### config.mk
export PLATFORM = sky130hd
export DESIGN_NAME = alu181_nibble_sequencer_flat
export DESIGN_NICKNAME = d
export VERILOG_FILES = /design/src/rtl/alu181_nibble_sequencer_if.sv /design/src/rtl/alu181_nibble_sequencer.sv /design/src/flat_wrapper.sv
export SDC_FILE = /design/constraint.sdc
export NUM_CORES = 1
export LEC_CHECK = 0
export CAP_MARGIN = 20
export CORE_UTILIZATION = 56
export CTS_BUF_LIST = sky130_fd_sc_hd__clkbuf_2 sky130_fd_sc_hd__clkbuf_4 sky130_fd_sc_hd__clkbuf_8
export DETAILED_ROUTE_END_ITERATION = 10
export HOLD_SLACK_MARGIN = 0.08
export MAX_ROUTING_LAYER = met4
export PLACE_DENSITY_LB_ADDON = 0.2
export SYNTH_ARGS = -nofsm -noshare
export SYNTH_HDL_FRONTEND = slang
export SYNTH_SLANG_ARGS = --single-unit
### constraint.sdc
create_clock -name clk -period 3.6 [get_ports clk]
set_input_delay 1.08 -clock clk [delete_from_list [all_inputs] [get_ports clk]]
set_output_delay 1.08 -clock clk [all_outputs]
set_load 0.005 [all_outputs]
### src/rtl/alu181_nibble_sequencer_if.sv
// Operation source, result sink and 4-bit ALU slice signals
// for the nibble-serial 181 sequencer.
interface alu181_nibble_sequencer_if #(
    parameter int WIDTH = 16
);
    logic             in_valid;
    logic             in_ready;
    logic [WIDTH-1:0] in_a;
    logic [WIDTH-1:0] in_b;
    logic [3:0]       in_s;
    logic             in_m;
    logic             in_cn;

    logic             out_valid;
    logic             out_ready;
    logic [WIDTH-1:0] out_f;
    logic             out_cout_n;
    logic             out_aeqb;

    logic [3:0]       alu_a;
    logic [3:0]       alu_b;
    logic [3:0]       alu_s;
    logic             alu_m;
    logic             alu_cn;
    logic [3:0]       alu_f;
    logic             alu_cout_n;
    logic             alu_aeqb;

    modport slave (
        input  in_valid, in_a, in_b, in_s, in_m, in_cn,
        input  out_ready,
        input  alu_f, alu_cout_n, alu_aeqb,
        output in_ready,
        output out_valid, out_f, out_cout_n, out_aeqb,
        output alu_a, alu_b, alu_s, alu_m, alu_cn
    );

    modport master (
        output in_valid, in_a, in_b, in_s, in_m, in_cn,
        output out_ready,
        output alu_f, alu_cout_n, alu_aeqb,
        input  in_ready,
        input  out_valid, out_f, out_cout_n, out_aeqb,
        input  alu_a, alu_b, alu_s, alu_m, alu_cn
    );
endinterface

### src/rtl/alu181_nibble_sequencer.sv
// Drives a 4-bit 181-style ALU one nibble per clock, LSB first,
// chaining the active-low carry and ANDing the A=B flag.
module alu181_nibble_sequencer #(
    parameter int WIDTH = 16
) (
    input logic                      clk,
    input logic                      rst,
    alu181_nibble_sequencer_if.slave bus
);
    localparam int NIB = WIDTH / 4;
    localparam int IW  = (NIB > 1) ? $clog2(NIB) : 1;
    localparam logic [IW-1:0] LAST = IW'(NIB - 1);

    typedef enum logic [1:0] {IDLE, RUN, DONE} state_t;

    state_t           state;
    logic [IW-1:0]    idx;
    logic [WIDTH-1:0] a_reg;
    logic [WIDTH-1:0] b_reg;
    logic [WIDTH-1:0] f_reg;
    logic [3:0]       s_reg;
    logic             m_reg;
    logic             cn_reg;
    logic             eq_reg;
    logic             in_ready_r;
    logic             out_valid_r;
    logic [WIDTH-1:0] out_f_r;
    logic             cout_r;
    logic             aeqb_r;
    logic [IW+1:0]    base;
    logic [WIDTH-1:0] f_next;

    assign base = {idx, 2'b00};

    always_comb begin
        f_next = f_reg;
        f_next[base +: 4] = bus.alu_f;
    end

    always_comb begin
        bus.alu_a  = 4'd0;
        bus.alu_b  = 4'd0;
        bus.alu_s  = 4'd0;
        bus.alu_m  = 1'b0;
        bus.alu_cn = 1'b1;
        if (state == RUN) begin
            bus.alu_a  = a_reg[base +: 4];
            bus.alu_b  = b_reg[base +: 4];
            bus.alu_s  = s_reg;
            bus.alu_m  = m_reg;
            bus.alu_cn = cn_reg;
        end
    end

    always_ff @(posedge clk) begin
        if (rst) begin
            state       <= IDLE;
            idx         <= '0;
            a_reg       <= '0;
            b_reg       <= '0;
            f_reg       <= '0;
            s_reg       <= 4'd0;
            m_reg       <= 1'b0;
            cn_reg      <= 1'b1;
            eq_reg      <= 1'b0;
            in_ready_r  <= 1'b1;
            out_valid_r <= 1'b0;
            out_f_r     <= '0;
            cout_r      <= 1'b1;
            aeqb_r      <= 1'b0;
        end else begin
            unique case (state)
                IDLE: begin
                    if (bus.in_valid) begin
                        a_reg      <= bus.in_a;
                        b_reg      <= bus.in_b;
                        s_reg      <= bus.in_s;
                        m_reg      <= bus.in_m;
                        cn_reg     <= bus.in_cn;
                        eq_reg     <= 1'b1;
                        f_reg      <= '0;
                        idx        <= '0;
                        in_ready_r <= 1'b0;
                        state      <= RUN;
                    end
                end
                RUN: begin
                    f_reg  <= f_next;
                    cn_reg <= bus.alu_cout_n;
                    eq_reg <= eq_reg & bus.alu_aeqb;
                    idx    <= idx + 1'b1;
                    // Last nibble: publish straight from the ALU outputs
                    if (idx == LAST) begin
                        idx         <= '0;
                        out_f_r     <= f_next;
                        cout_r      <= bus.alu_cout_n;
                        aeqb_r      <= eq_reg & bus.alu_aeqb;
                        out_valid_r <= 1'b1;
                        state       <= DONE;
                    end
                end
                DONE: begin
                    if (bus.out_ready) begin
                        out_valid_r <= 1'b0;
                        in_ready_r  <= 1'b1;
                        state       <= IDLE;
                    end
                end
                default: state <= IDLE;
            endcase
        end
    end

    assign bus.in_ready   = in_ready_r;
    assign bus.out_valid  = out_valid_r;
    assign bus.out_f      = out_f_r;
    assign bus.out_cout_n = cout_r;
    assign bus.out_aeqb   = aeqb_r;
endmodule

### src/flat_wrapper.sv
// flat-port wrapper written by rule: the top's interface ports become plain ports
module alu181_nibble_sequencer_flat 
#(
    parameter int WIDTH = 16
)
  (clk, rst, bus_in_valid, bus_in_a, bus_in_b, bus_in_s, bus_in_m, bus_in_cn, bus_out_ready, bus_alu_f, bus_alu_cout_n, bus_alu_aeqb, bus_in_ready, bus_out_valid, bus_out_f, bus_out_cout_n, bus_out_aeqb, bus_alu_a, bus_alu_b, bus_alu_s, bus_alu_m, bus_alu_cn);
  alu181_nibble_sequencer_if #(.WIDTH(WIDTH)) bus_i ();
  input logic clk;
  input logic rst;
  input wire logic [$bits(bus_i.in_valid)-1:0] bus_in_valid;
  input wire logic [$bits(bus_i.in_a)-1:0] bus_in_a;
  input wire logic [$bits(bus_i.in_b)-1:0] bus_in_b;
  input wire logic [$bits(bus_i.in_s)-1:0] bus_in_s;
  input wire logic [$bits(bus_i.in_m)-1:0] bus_in_m;
  input wire logic [$bits(bus_i.in_cn)-1:0] bus_in_cn;
  input wire logic [$bits(bus_i.out_ready)-1:0] bus_out_ready;
  input wire logic [$bits(bus_i.alu_f)-1:0] bus_alu_f;
  input wire logic [$bits(bus_i.alu_cout_n)-1:0] bus_alu_cout_n;
  input wire logic [$bits(bus_i.alu_aeqb)-1:0] bus_alu_aeqb;
  output wire logic [$bits(bus_i.in_ready)-1:0] bus_in_ready;
  output wire logic [$bits(bus_i.out_valid)-1:0] bus_out_valid;
  output wire logic [$bits(bus_i.out_f)-1:0] bus_out_f;
  output wire logic [$bits(bus_i.out_cout_n)-1:0] bus_out_cout_n;
  output wire logic [$bits(bus_i.out_aeqb)-1:0] bus_out_aeqb;
  output wire logic [$bits(bus_i.alu_a)-1:0] bus_alu_a;
  output wire logic [$bits(bus_i.alu_b)-1:0] bus_alu_b;
  output wire logic [$bits(bus_i.alu_s)-1:0] bus_alu_s;
  output wire logic [$bits(bus_i.alu_m)-1:0] bus_alu_m;
  output wire logic [$bits(bus_i.alu_cn)-1:0] bus_alu_cn;
  assign bus_i.in_valid = bus_in_valid;
  assign bus_i.in_a = bus_in_a;
  assign bus_i.in_b = bus_in_b;
  assign bus_i.in_s = bus_in_s;
  assign bus_i.in_m = bus_in_m;
  assign bus_i.in_cn = bus_in_cn;
  assign bus_i.out_ready = bus_out_ready;
  assign bus_i.alu_f = bus_alu_f;
  assign bus_i.alu_cout_n = bus_alu_cout_n;
  assign bus_i.alu_aeqb = bus_alu_aeqb;
  assign bus_in_ready = bus_i.in_ready;
  assign bus_out_valid = bus_i.out_valid;
  assign bus_out_f = bus_i.out_f;
  assign bus_out_cout_n = bus_i.out_cout_n;
  assign bus_out_aeqb = bus_i.out_aeqb;
  assign bus_alu_a = bus_i.alu_a;
  assign bus_alu_b = bus_i.alu_b;
  assign bus_alu_s = bus_i.alu_s;
  assign bus_alu_m = bus_i.alu_m;
  assign bus_alu_cn = bus_i.alu_cn;
  alu181_nibble_sequencer #(.WIDTH(WIDTH)) u_core (.clk(clk), .rst(rst), .bus(bus_i));
endmodule
run_1/layers.png
Drawn at 3 px/µm. Only two layers are drawn.
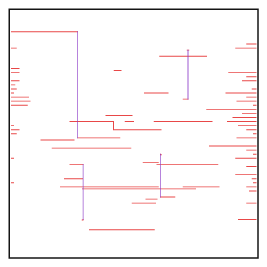
- red: M3 (wire length 513 µm)
- purple: M4 (wire length 84.3 µm)
overall track demand over capacity in global routing: 26.7%
Total Routed Length: 8.06 mm
routed len/inst: 15.1 µm
number of vias in the routed layout: 2998

run_1/gates.png
Drawn at 4 px/µm.
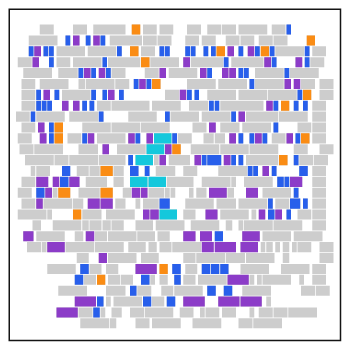
- purple: aoi and oai cells (cells 74)
- cyan: fa/ha/maj cells (cells 6; where centre)
- blue: nand cells (cells 105; where widely spread)
- orange: and/or cells (cells 20)

run_1/clock_wires.png
Drawn at 6 px/µm.
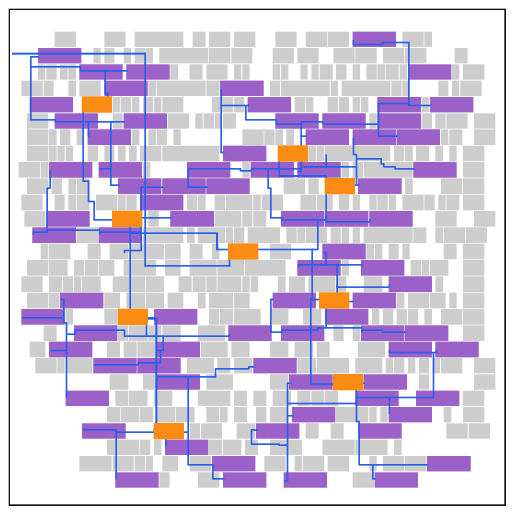
- orange: clock-net drivers (count 9)
- purple: flip-flops (count 79)
- blue: clock wires (length 844 µm)
- flops lie: widely spread
Power Clock: 624 µW
clock share of power: 34.8%
clock tree skew after final layout: 0.0101 ns

run_1/clock_nets.png
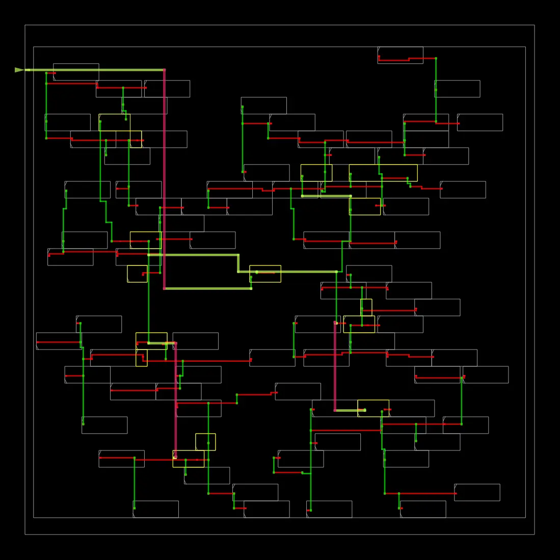
clock buffer instance count of the final layout: 9
CTS Buf Count: 9
flop count: 79
insertion delay of the later-clocked pin in the worst-skew pair: 0.34 ns

==> flow_results.xml, run 1 <==
<?xml version="1.0" encoding="UTF-8"?>
<metrics>
  <group name="drt">
    <metric name="wl_met3" unit="µm">512</metric>
    <metric name="drt-met1-wl" unit="mm">3.70</metric>
    <metric name="drc_errors" unit="">0</metric>
    <metric name="initial_drc_count" unit="">202</metric>
  </group>
  <group name="power">
    <metric name="power.static_leakage" unit="µW">0.00165</metric>
    <metric name="post-layout-total-power" unit="µW">1790</metric>
    <metric name="power_report.internal_total" unit="µW">1340</metric>
    <metric name="share_comb_of_total_power" unit="%">13.4</metric>
    <metric name="maxPowerGroup" unit="">sequential cells</metric>
    <metric name="switchingPower" unit="µW">445</metric>
    <metric name="pwr_density_cell" unit="nW/µm²">392</metric>
    <metric name="power_sequential" unit="µW">927</metric>
    <metric name="comb_cell_power" unit="µW">239</metric>
  </group>
  <group name="critical_path">
    <metric name="worst-endpoint-required" unit="ns">2.52</metric>
    <metric name="crit_path_cell_trace" unit="">mux4_1 &gt; and2_1 &gt; clkdlybuf4s50_1</metric>
    <metric name="worst_setup_path_startpoint" unit="">u_core.idx[0]</metric>
    <metric name="wp_data_arrival" unit="ns">2.16</metric>
    <metric name="worstSetupPathDepth" unit="">3</metric>
    <metric name="critical-path-slowest-cell" unit="">dfxtp_1</metric>
    <metric name="critical_path.reg2reg.startpoint" unit="">u_core.idx[0]</metric>
    <metric name="critical_path_capture_point" unit="">bus_alu_a[3]</metric>
    <metric name="critical_path_buf_inv_count" unit="">1</metric>
  </group>
  <group name="yosys">
    <metric name="syn_nets" unit="">439</metric>
    <metric name="synth_compound_gate_area_share" unit="%">18.3</metric>
    <metric name="synth-adder-area-share" unit="%">2.07</metric>
    <metric name="yosys-stat-cells" unit="">385</metric>
    <metric name="post_synth_arst_share" unit="%">0</metric>
    <metric name="ys_seq_elements" unit="">79</metric>
    <metric name="synth_cells" unit="">385</metric>
    <metric name="yosys_warnings" unit="">0</metric>
    <metric name="yosys-mux-area-fraction" unit="%">6.53</metric>
    <metric name="synthTopCellsByCount" unit="">dfxtp_1, nand2_1, a21oi_1</metric>
    <metric name="netlist.top_cell.by_area" unit="">dfxtp_1</metric>
    <metric name="synthXorXnorAreaFrac" unit="%">0</metric>
    <metric name="post_synth.cell_area_avg" unit="µm²">9.41</metric>
    <metric name="ys_top_cells_by_area" unit="">dfxtp_1, nand2_1, a21oi_1</metric>
    <metric name="ys_sh_simple" unit="%">22.9</metric>
    <metric name="ys_chip_area" unit="µm²">3620</metric>
  </group>
  <group name="clocking">
    <metric name="post-cts-setup-buffer-count" unit="">0</metric>
    <metric name="cts_repair_resize_count" unit="">0</metric>
    <metric name="cts.path.max_buffers" unit="">2</metric>
    <metric name="cts.reportedPaths.clkPinSlew" unit="ns">0.08</metric>
    <metric name="hold_buffers" unit="">0</metric>
    <metric name="cts_max_level" unit="">3</metric>
    <metric name="numClockSinks" unit="">79</metric>
  </group>
  <group name="floorplan">
    <metric name="die-height" unit="µm">82.4</metric>
    <metric name="die_x" unit="µm">82.4</metric>
    <metric name="floorplan.initialDensity" unit="%">59.7</metric>
    <metric name="design.core.area" unit="µm²">6060</metric>
    <metric name="tapcell.inserted" unit="">75</metric>
  </group>
  <group name="finish">
    <metric name="final_cell_mix" unit="">clkdlybuf4s50_1, nand2_1, dfxtp_1, a21oi_1, nor2_1</metric>
    <metric name="layout.cells.non_filler" unit="">534</metric>
    <metric name="clock_tree_area_fraction" unit="%">4.09</metric>
    <metric name="insertedDiodeCount" unit="">0</metric>
    <metric name="nFillCells" unit="">446</metric>
    <metric name="sh_comb_area" unit="%">39.7</metric>
    <metric name="logic_area" unit="µm²">1810</metric>
    <metric name="largest_class" unit="">logic gates</metric>
    <metric name="layout.non_clock_inverters" unit="">4</metric>
    <metric name="nets" unit="">509</metric>
    <metric name="layout-area-overhead-vs-synth" unit="%">26.0</metric>
    <metric name="area.sequential" unit="µm²">1580</metric>
    <metric name="layout_top_cell" unit="">clkdlybuf4s50_1</metric>
    <metric name="non_clock_buffer_area_share" unit="%">19.1</metric>
  </group>
  <group name="timing">
    <metric name="finalWorstPathRequiredPeriod" unit="ns">3.24</metric>
    <metric name="count_of_endpoints_failing_setup_in_the_final_report" unit="">0</metric>
    <metric name="fin_crit_sh" unit="%">90.0</metric>
    <metric name="report.final.slew_viol_count" unit="">0</metric>
    <metric name="hold-worst-slack" unit="ns">0.450</metric>
    <metric name="hold_viol_final" unit="">0</metric>
    <metric name="max_slew.worst_pin.slew" unit="ns">0.577</metric>
  </group>
  <group name="flow_run">
    <metric name="number_of_openroad_warnings" unit="">31</metric>
  </group>
  <group name="min_path">
    <metric name="whs_endpoint" unit="">u_core.m_reg</metric>
    <metric name="min_path_cells" unit="">2</metric>
    <metric name="worstHoldStart" unit="">u_core.m_reg</metric>
  </group>
  <group name="grt">
    <metric name="use_met3" unit="%">4.62</metric>
    <metric name="global_route.usage.met1" unit="%">36.6</metric>
    <metric name="antenna_found_initial" unit="">0</metric>
    <metric name="grt_overflow_total" unit="">0</metric>
    <metric name="grt_pass1_wl" unit="mm">13.2</metric>
  </group>
  <group name="place">
    <metric name="placed_area" unit="µm²">4380</metric>
    <metric name="number_of_cells_after_detailed_placement" unit="">519</metric>
    <metric name="post-dp-hpwl" unit="mm">5.62</metric>
    <metric name="portBuffers" unit="">81</metric>
  </group>
  <group name="status">
    <metric name="outcome" unit="">finished, final reports clean</metric>
  </group>
</metrics>
==> run 1 -> run 2 <==
Settings changed: GPL_ROUTABILITY_DRIVEN from default to 0.
run_2/clock_wires.png
Drawn at 6 px/µm.
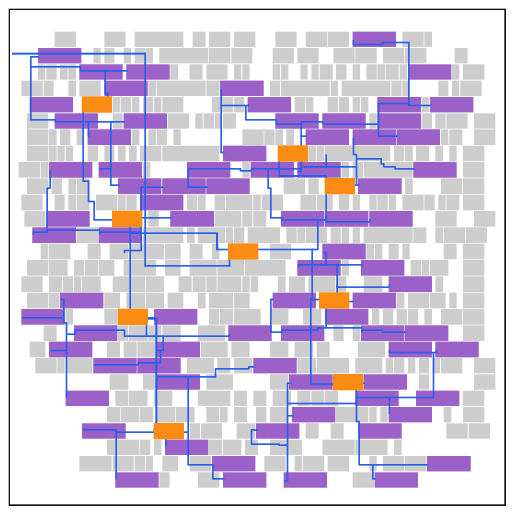
- blue: clock wires (length 844 µm)
- orange: clock-net drivers (count 9)
- purple: flip-flops (count 79)
- routed clock nets: 10
- flops lie: widely spread

run_2/clock_nets.png
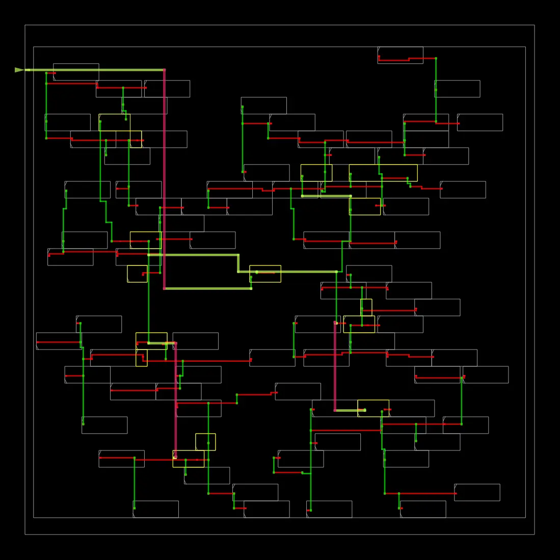
Clock Sink Count: 79

==> run 2 against run 1 <==
- global-route usage unchanged
- hold slack unchanged
- synthesized cell count unchanged
- count of clock-buffer cells in the layout unchanged
- sequential power about the same
==> flow_results.xml, run 2 <==
<?xml version="1.0" encoding="UTF-8"?>
<metrics>
  <group name="finish">
    <metric name="layout_top_cell" unit="">clkdlybuf4s50_1</metric>
    <metric name="nets" unit="">509</metric>
    <metric name="layout-area-overhead-vs-synth" unit="%">26.0</metric>
    <metric name="logic_area" unit="µm²">1810</metric>
    <metric name="largest_class" unit="">logic gates</metric>
    <metric name="insertedDiodeCount" unit="">0</metric>
    <metric name="layout.non_clock_inverters" unit="">4</metric>
    <metric name="layout.cells.non_filler" unit="">534</metric>
    <metric name="nFlopsAndLatches" unit="">79</metric>
    <metric name="final_cell_mix" unit="">clkdlybuf4s50_1, nand2_1, dfxtp_1, a21oi_1, nor2_1</metric>
    <metric name="sh_comb_area" unit="%">39.7</metric>
    <metric name="final.clkbuf_count" unit="">9</metric>
    <metric name="area.sequential" unit="µm²">1580</metric>
    <metric name="clock_tree_area_fraction" unit="%">4.09</metric>
    <metric name="non_clock_buffer_area_share" unit="%">19.1</metric>
  </group>
  <group name="power">
    <metric name="maxPowerGroup" unit="">sequential cells</metric>
    <metric name="power_clock" unit="µW">624</metric>
    <metric name="power_report.internal_total" unit="µW">1340</metric>
    <metric name="comb_cell_power" unit="µW">239</metric>
    <metric name="power.static_leakage" unit="µW">0.00165</metric>
    <metric name="power_sequential" unit="µW">927</metric>
    <metric name="post-layout-total-power" unit="µW">1790</metric>
    <metric name="share_comb_of_total_power" unit="%">13.4</metric>
    <metric name="switchingPower" unit="µW">445</metric>
    <metric name="pwr_density_cell" unit="nW/µm²">392</metric>
  </group>
  <group name="place">
    <metric name="post-dp-hpwl" unit="mm">5.62</metric>
    <metric name="placed_area" unit="µm²">4380</metric>
    <metric name="number_of_cells_after_detailed_placement" unit="">519</metric>
  </group>
  <group name="clocking">
    <metric name="clock_latency" unit="ns">0.34</metric>
    <metric name="cts_buffers" unit="">9</metric>
    <metric name="cts_max_level" unit="">3</metric>
    <metric name="cts.path.max_buffers" unit="">2</metric>
    <metric name="hold_buffers" unit="">0</metric>
    <metric name="post-cts-setup-buffer-count" unit="">0</metric>
  </group>
  <group name="grt">
    <metric name="antenna_found_initial" unit="">0</metric>
    <metric name="grt_overflow_total" unit="">0</metric>
    <metric name="grt_pass1_wl" unit="mm">13.2</metric>
    <metric name="use_met3" unit="%">4.62</metric>
    <metric name="top_usage_layer" unit="">met2</metric>
    <metric name="global_route.usage.total" unit="%">26.7</metric>
    <metric name="global_route.usage.met1" unit="%">36.6</metric>
  </group>
  <group name="yosys">
    <metric name="post_synth_arst_share" unit="%">0</metric>
    <metric name="synthXorXnorAreaFrac" unit="%">0</metric>
    <metric name="ys_top_cells_by_area" unit="">dfxtp_1, nand2_1, a21oi_1</metric>
    <metric name="ys_seq_elements" unit="">79</metric>
    <metric name="ys_chip_area" unit="µm²">3620</metric>
    <metric name="ys_sh_simple" unit="%">22.9</metric>
    <metric name="synth-adder-area-share" unit="%">2.07</metric>
    <metric name="synth_cells" unit="">385</metric>
    <metric name="synthTopCellsByCount" unit="">dfxtp_1, nand2_1, a21oi_1</metric>
    <metric name="post_synth.cell_area_avg" unit="µm²">9.41</metric>
    <metric name="yosys-mux-area-fraction" unit="%">6.53</metric>
    <metric name="yosys-stat-cells" unit="">385</metric>
    <metric name="synth_compound_gate_area_share" unit="%">18.3</metric>
    <metric name="yosys_warnings" unit="">0</metric>
  </group>
  <group name="min_path">
    <metric name="worstHoldStart" unit="">u_core.m_reg</metric>
    <metric name="whs_endpoint" unit="">u_core.m_reg</metric>
  </group>
  <group name="drt">
    <metric name="drc_errors" unit="">0</metric>
    <metric name="drt-met1-wl" unit="mm">3.70</metric>
    <metric name="route.vias.total" unit="">2998</metric>
    <metric name="wl_met3" unit="µm">512</metric>
    <metric name="initial_drc_count" unit="">202</metric>
    <metric name="initial_drt_pass_iterations" unit="">4</metric>
    <metric name="route.detailed.wl_per_inst" unit="µm">15.1</metric>
  </group>
  <group name="critical_path">
    <metric name="critical_path.reg2reg.startpoint" unit="">u_core.idx[0]</metric>
    <metric name="worst_setup_path_startpoint" unit="">u_core.idx[0]</metric>
    <metric name="wp_data_arrival" unit="ns">2.16</metric>
    <metric name="critical-path-slowest-cell" unit="">dfxtp_1</metric>
    <metric name="crit_path_cell_trace" unit="">mux4_1 &gt; and2_1 &gt; clkdlybuf4s50_1</metric>
    <metric name="cp-end-kind" unit="">output port</metric>
    <metric name="worst-endpoint-required" unit="ns">2.52</metric>
    <metric name="critical_path_capture_point" unit="">bus_alu_a[3]</metric>
  </group>
  <group name="floorplan">
    <metric name="floorplan.initialDensity" unit="%">59.7</metric>
    <metric name="design.core.area" unit="µm²">6060</metric>
    <metric name="tapcell.inserted" unit="">75</metric>
  </group>
  <group name="timing">
    <metric name="count_of_endpoints_failing_setup_in_the_final_report" unit="">0</metric>
    <metric name="hold-worst-slack" unit="ns">0.450</metric>
    <metric name="fin_crit_sh" unit="%">90.0</metric>
    <metric name="clock_skew" unit="ns">0.0101</metric>
    <metric name="report.final.slew_viol_count" unit="">0</metric>
    <metric name="hold_viol_final" unit="">0</metric>
  </group>
  <group name="flow_run">
    <metric name="number_of_openroad_warnings" unit="">31</metric>
  </group>
  <group name="status">
    <metric name="outcome" unit="">finished, final reports clean</metric>
  </group>
</metrics>
run_2/pinout.png
Drawn at 4 px/µm. Pins as bars across the die edge, other pins in grey.
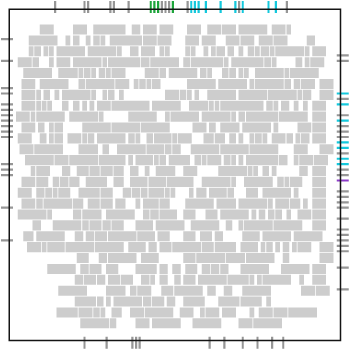
- purple: `bus_alu_cout_n` (pins 1; direction input; edge east)
- green: `bus_alu_a` (pins 4; direction output; edge north)
- cyan: `bus_in_b` (pins 16; direction input; edge 9 north, 7 east)
- all pins by edge: 30 east, 25 north, 16 west, 11 south
vertical die size: 82.4 µm
Die Width: 82.4 µm
Port Buffer Count: 81

run_2/gates.png
Drawn at 4 px/µm.
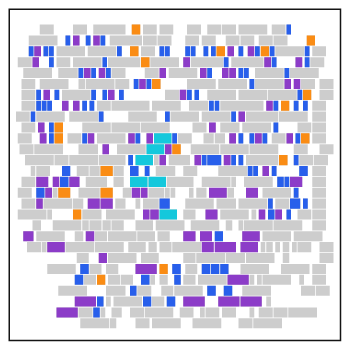

==> run 2 -> run 3 <==
Settings changed: CORE_UTILIZATION 56 to 55.
run_3/gates.png
Drawn at 4 px/µm.
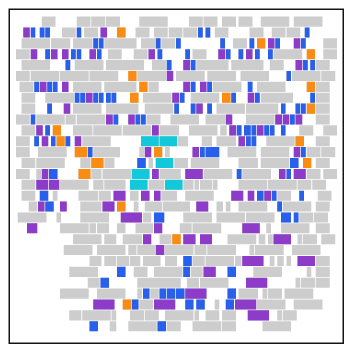
- blue: nand cells (cells 105; where widely spread)
- purple: aoi and oai cells (cells 74; where widely spread)
- orange: and/or cells (cells 20)
- cyan: fa/ha/maj cells (cells 6; where centre)
post-route insts no fill: 535
Comb/total area: 39.7%

run_3/m4.png
Drawn at 4 px/µm.
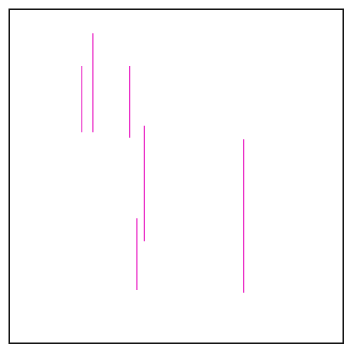
- share of all routed wire: 1.7%
- nets with wire on the layer: 4
- longest straight run: 38.1 µm
- main direction: vertical
- wire length on this layer: 143 µm
Total Routed Length: 8.21 mm
number of vias in the routed layout: 3018

run_3/clock_nets.png
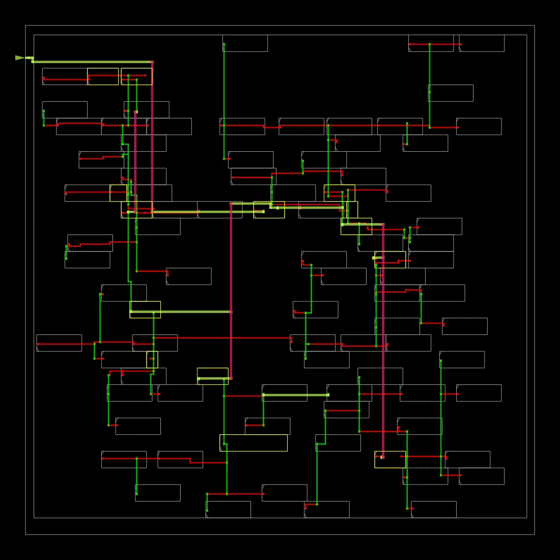
clock tree skew after final layout: 0.00655 ns
Power Clock: 635 µW
insertion delay of the later-clocked pin in the worst-skew pair: 0.35 ns
clock buffer instance count of the final layout: 10

==> run 3 against run 2 <==
- maximum frequency increased by 1.3%
- critical path type unchanged
- sequential power about the same
- sequential cell count unchanged
- non-clock buffer count unchanged
- final area about the same
==> flow_results.xml, run 3 <==
<?xml version="1.0" encoding="UTF-8"?>
<metrics>
  <group name="status">
    <metric name="outcome" unit="">finished, final reports clean</metric>
  </group>
  <group name="critical_path">
    <metric name="critical_path_capture_point" unit="">bus_alu_a[3]</metric>
    <metric name="critical_path_buf_inv_count" unit="">1</metric>
    <metric name="wp_data_arrival" unit="ns">2.12</metric>
    <metric name="regToRegEndpoint" unit="">u_core.bus.out_f[10]</metric>
    <metric name="worstSetupPathDepth" unit="">3</metric>
    <metric name="critical-path-slowest-cell" unit="">mux4_1</metric>
    <metric name="crit_path_cell_trace" unit="">mux4_1 &gt; and2_1 &gt; clkdlybuf4s50_1</metric>
    <metric name="worst_setup_path_startpoint" unit="">u_core.idx[0]</metric>
    <metric name="cp-end-kind" unit="">output port</metric>
    <metric name="worst-endpoint-required" unit="ns">2.52</metric>
  </group>
  <group name="yosys">
    <metric name="yosys_warnings" unit="">0</metric>
    <metric name="post_synth_arst_share" unit="%">0</metric>
    <metric name="ff_type" unit="">dfxtp_1</metric>
    <metric name="synth-seq-area-share" unit="%">43.7</metric>
    <metric name="synth_compound_gate_area_share" unit="%">18.3</metric>
    <metric name="synthTopCellsByCount" unit="">dfxtp_1, nand2_1, a21oi_1</metric>
    <metric name="netlist.top_cell.by_area" unit="">dfxtp_1</metric>
    <metric name="ys_chip_area" unit="µm²">3620</metric>
    <metric name="ys_seq_elements" unit="">79</metric>
    <metric name="synth_cells" unit="">385</metric>
    <metric name="yosys-stat-cells" unit="">385</metric>
    <metric name="ys_sh_simple" unit="%">22.9</metric>
    <metric name="yosys-mux-area-fraction" unit="%">6.53</metric>
    <metric name="post_synth.cell_area_avg" unit="µm²">9.41</metric>
    <metric name="syn_nets" unit="">439</metric>
    <metric name="synth-adder-area-share" unit="%">2.07</metric>
    <metric name="ys_top_cells_by_area" unit="">dfxtp_1, nand2_1, a21oi_1</metric>
    <metric name="synthXorXnorAreaFrac" unit="%">0</metric>
  </group>
  <group name="grt">
    <metric name="global_route.usage.met1" unit="%">36.3</metric>
    <metric name="grt_overflow_total" unit="">0</metric>
    <metric name="top_usage_layer" unit="">met2</metric>
    <metric name="antenna_found_initial" unit="">0</metric>
    <metric name="grt_pass1_wl" unit="mm">14.1</metric>
    <metric name="global_route.usage.total" unit="%">26.1</metric>
    <metric name="use_met3" unit="%">3.88</metric>
    <metric name="grt_use_met2" unit="%">38.2</metric>
  </group>
  <group name="finish">
    <metric name="layout-area-overhead-vs-synth" unit="%">26.0</metric>
    <metric name="layout.non_clock_inverters" unit="">4</metric>
    <metric name="nFlopsAndLatches" unit="">79</metric>
    <metric name="layout_top_cell" unit="">clkdlybuf4s50_1</metric>
    <metric name="non_clock_buffer_area_share" unit="%">19.1</metric>
    <metric name="drive_above_1_share" unit="%">12.9</metric>
    <metric name="logic_area" unit="µm²">1810</metric>
    <metric name="nFillCells" unit="">483</metric>
    <metric name="sh_seq_area" unit="%">34.7</metric>
    <metric name="nets" unit="">509</metric>
    <metric name="area.sequential" unit="µm²">1580</metric>
    <metric name="largest_class" unit="">logic gates</metric>
    <metric name="clock_tree_area_fraction" unit="%">4.06</metric>
    <metric name="final_cell_mix" unit="">clkdlybuf4s50_1, nand2_1, dfxtp_1, a21oi_1, nor2_1</metric>
    <metric name="insertedDiodeCount" unit="">0</metric>
    <metric name="buffers_excl_clock" unit="">90</metric>
  </group>
  <group name="timing">
    <metric name="finalWorstPathRequiredPeriod" unit="ns">3.20</metric>
    <metric name="max_slew.worst_pin.slew" unit="ns">0.647</metric>
    <metric name="count_of_endpoints_failing_setup_in_the_final_report" unit="">0</metric>
    <metric name="hold_viol_final" unit="">0</metric>
    <metric name="hold-worst-slack" unit="ns">0.454</metric>
    <metric name="report.final.slew_viol_count" unit="">0</metric>
    <metric name="worst_slack" unit="ns">0.400</metric>
    <metric name="fin_crit_sh" unit="%">88.9</metric>
  </group>
  <group name="min_path">
    <metric name="min_path_cells" unit="">2</metric>
    <metric name="worstHoldStart" unit="">u_core.m_reg</metric>
    <metric name="whs_endpoint" unit="">u_core.m_reg</metric>
  </group>
  <group name="clocking">
    <metric name="cts_max_level" unit="">3</metric>
    <metric name="cts.reportedPaths.clkPinSlew" unit="ns">0.07</metric>
    <metric name="cts.path.max_buffers" unit="">2</metric>
    <metric name="post-cts-setup-buffer-count" unit="">0</metric>
    <metric name="numClockSinks" unit="">79</metric>
    <metric name="cts_repair_resize_count" unit="">0</metric>
    <metric name="hold_buffers" unit="">0</metric>
    <metric name="cts_buffers" unit="">9</metric>
  </group>
  <group name="drt">
    <metric name="initial_drt_pass_iterations" unit="">4</metric>
    <metric name="route.detailed.wl_per_inst" unit="µm">15.3</metric>
    <metric name="drtAntennaViolNets" unit="">0</metric>
    <metric name="drc_errors" unit="">0</metric>
    <metric name="drt-met1-wl" unit="mm">3.82</metric>
    <metric name="initial_drc_count" unit="">218</metric>
    <metric name="wl_met3" unit="µm">429</metric>
  </group>
  <group name="power">
    <metric name="post-layout-total-power" unit="µW">1800</metric>
    <metric name="comb_cell_power" unit="µW">242</metric>
    <metric name="power.static_leakage" unit="µW">0.00165</metric>
    <metric name="power_sequential" unit="µW">927</metric>
    <metric name="switchingPower" unit="µW">446</metric>
    <metric name="power.clock.fraction" unit="%">35.2</metric>
    <metric name="pwr_density_cell" unit="nW/µm²">395</metric>
    <metric name="maxPowerGroup" unit="">sequential cells</metric>
    <metric name="share_comb_of_total_power" unit="%">13.4</metric>
    <metric name="power_report.internal_total" unit="µW">1360</metric>
  </group>
  <group name="floorplan">
    <metric name="die-height" unit="µm">83.1</metric>
    <metric name="floorplan.initialDensity" unit="%">57.0</metric>
    <metric name="design.core.area" unit="µm²">6350</metric>
    <metric name="die_x" unit="µm">83.1</metric>
    <metric name="tapcell.inserted" unit="">77</metric>
  </group>
  <group name="place">
    <metric name="post-dp-hpwl" unit="mm">5.74</metric>
    <metric name="number_of_cells_after_detailed_placement" unit="">521</metric>
    <metric name="portBuffers" unit="">81</metric>
    <metric name="placed_area" unit="µm²">4380</metric>
  </group>
  <group name="flow_run">
    <metric name="number_of_openroad_warnings" unit="">31</metric>
  </group>
</metrics>
No activity file was given, so power comes from the tool's default toggle rates.
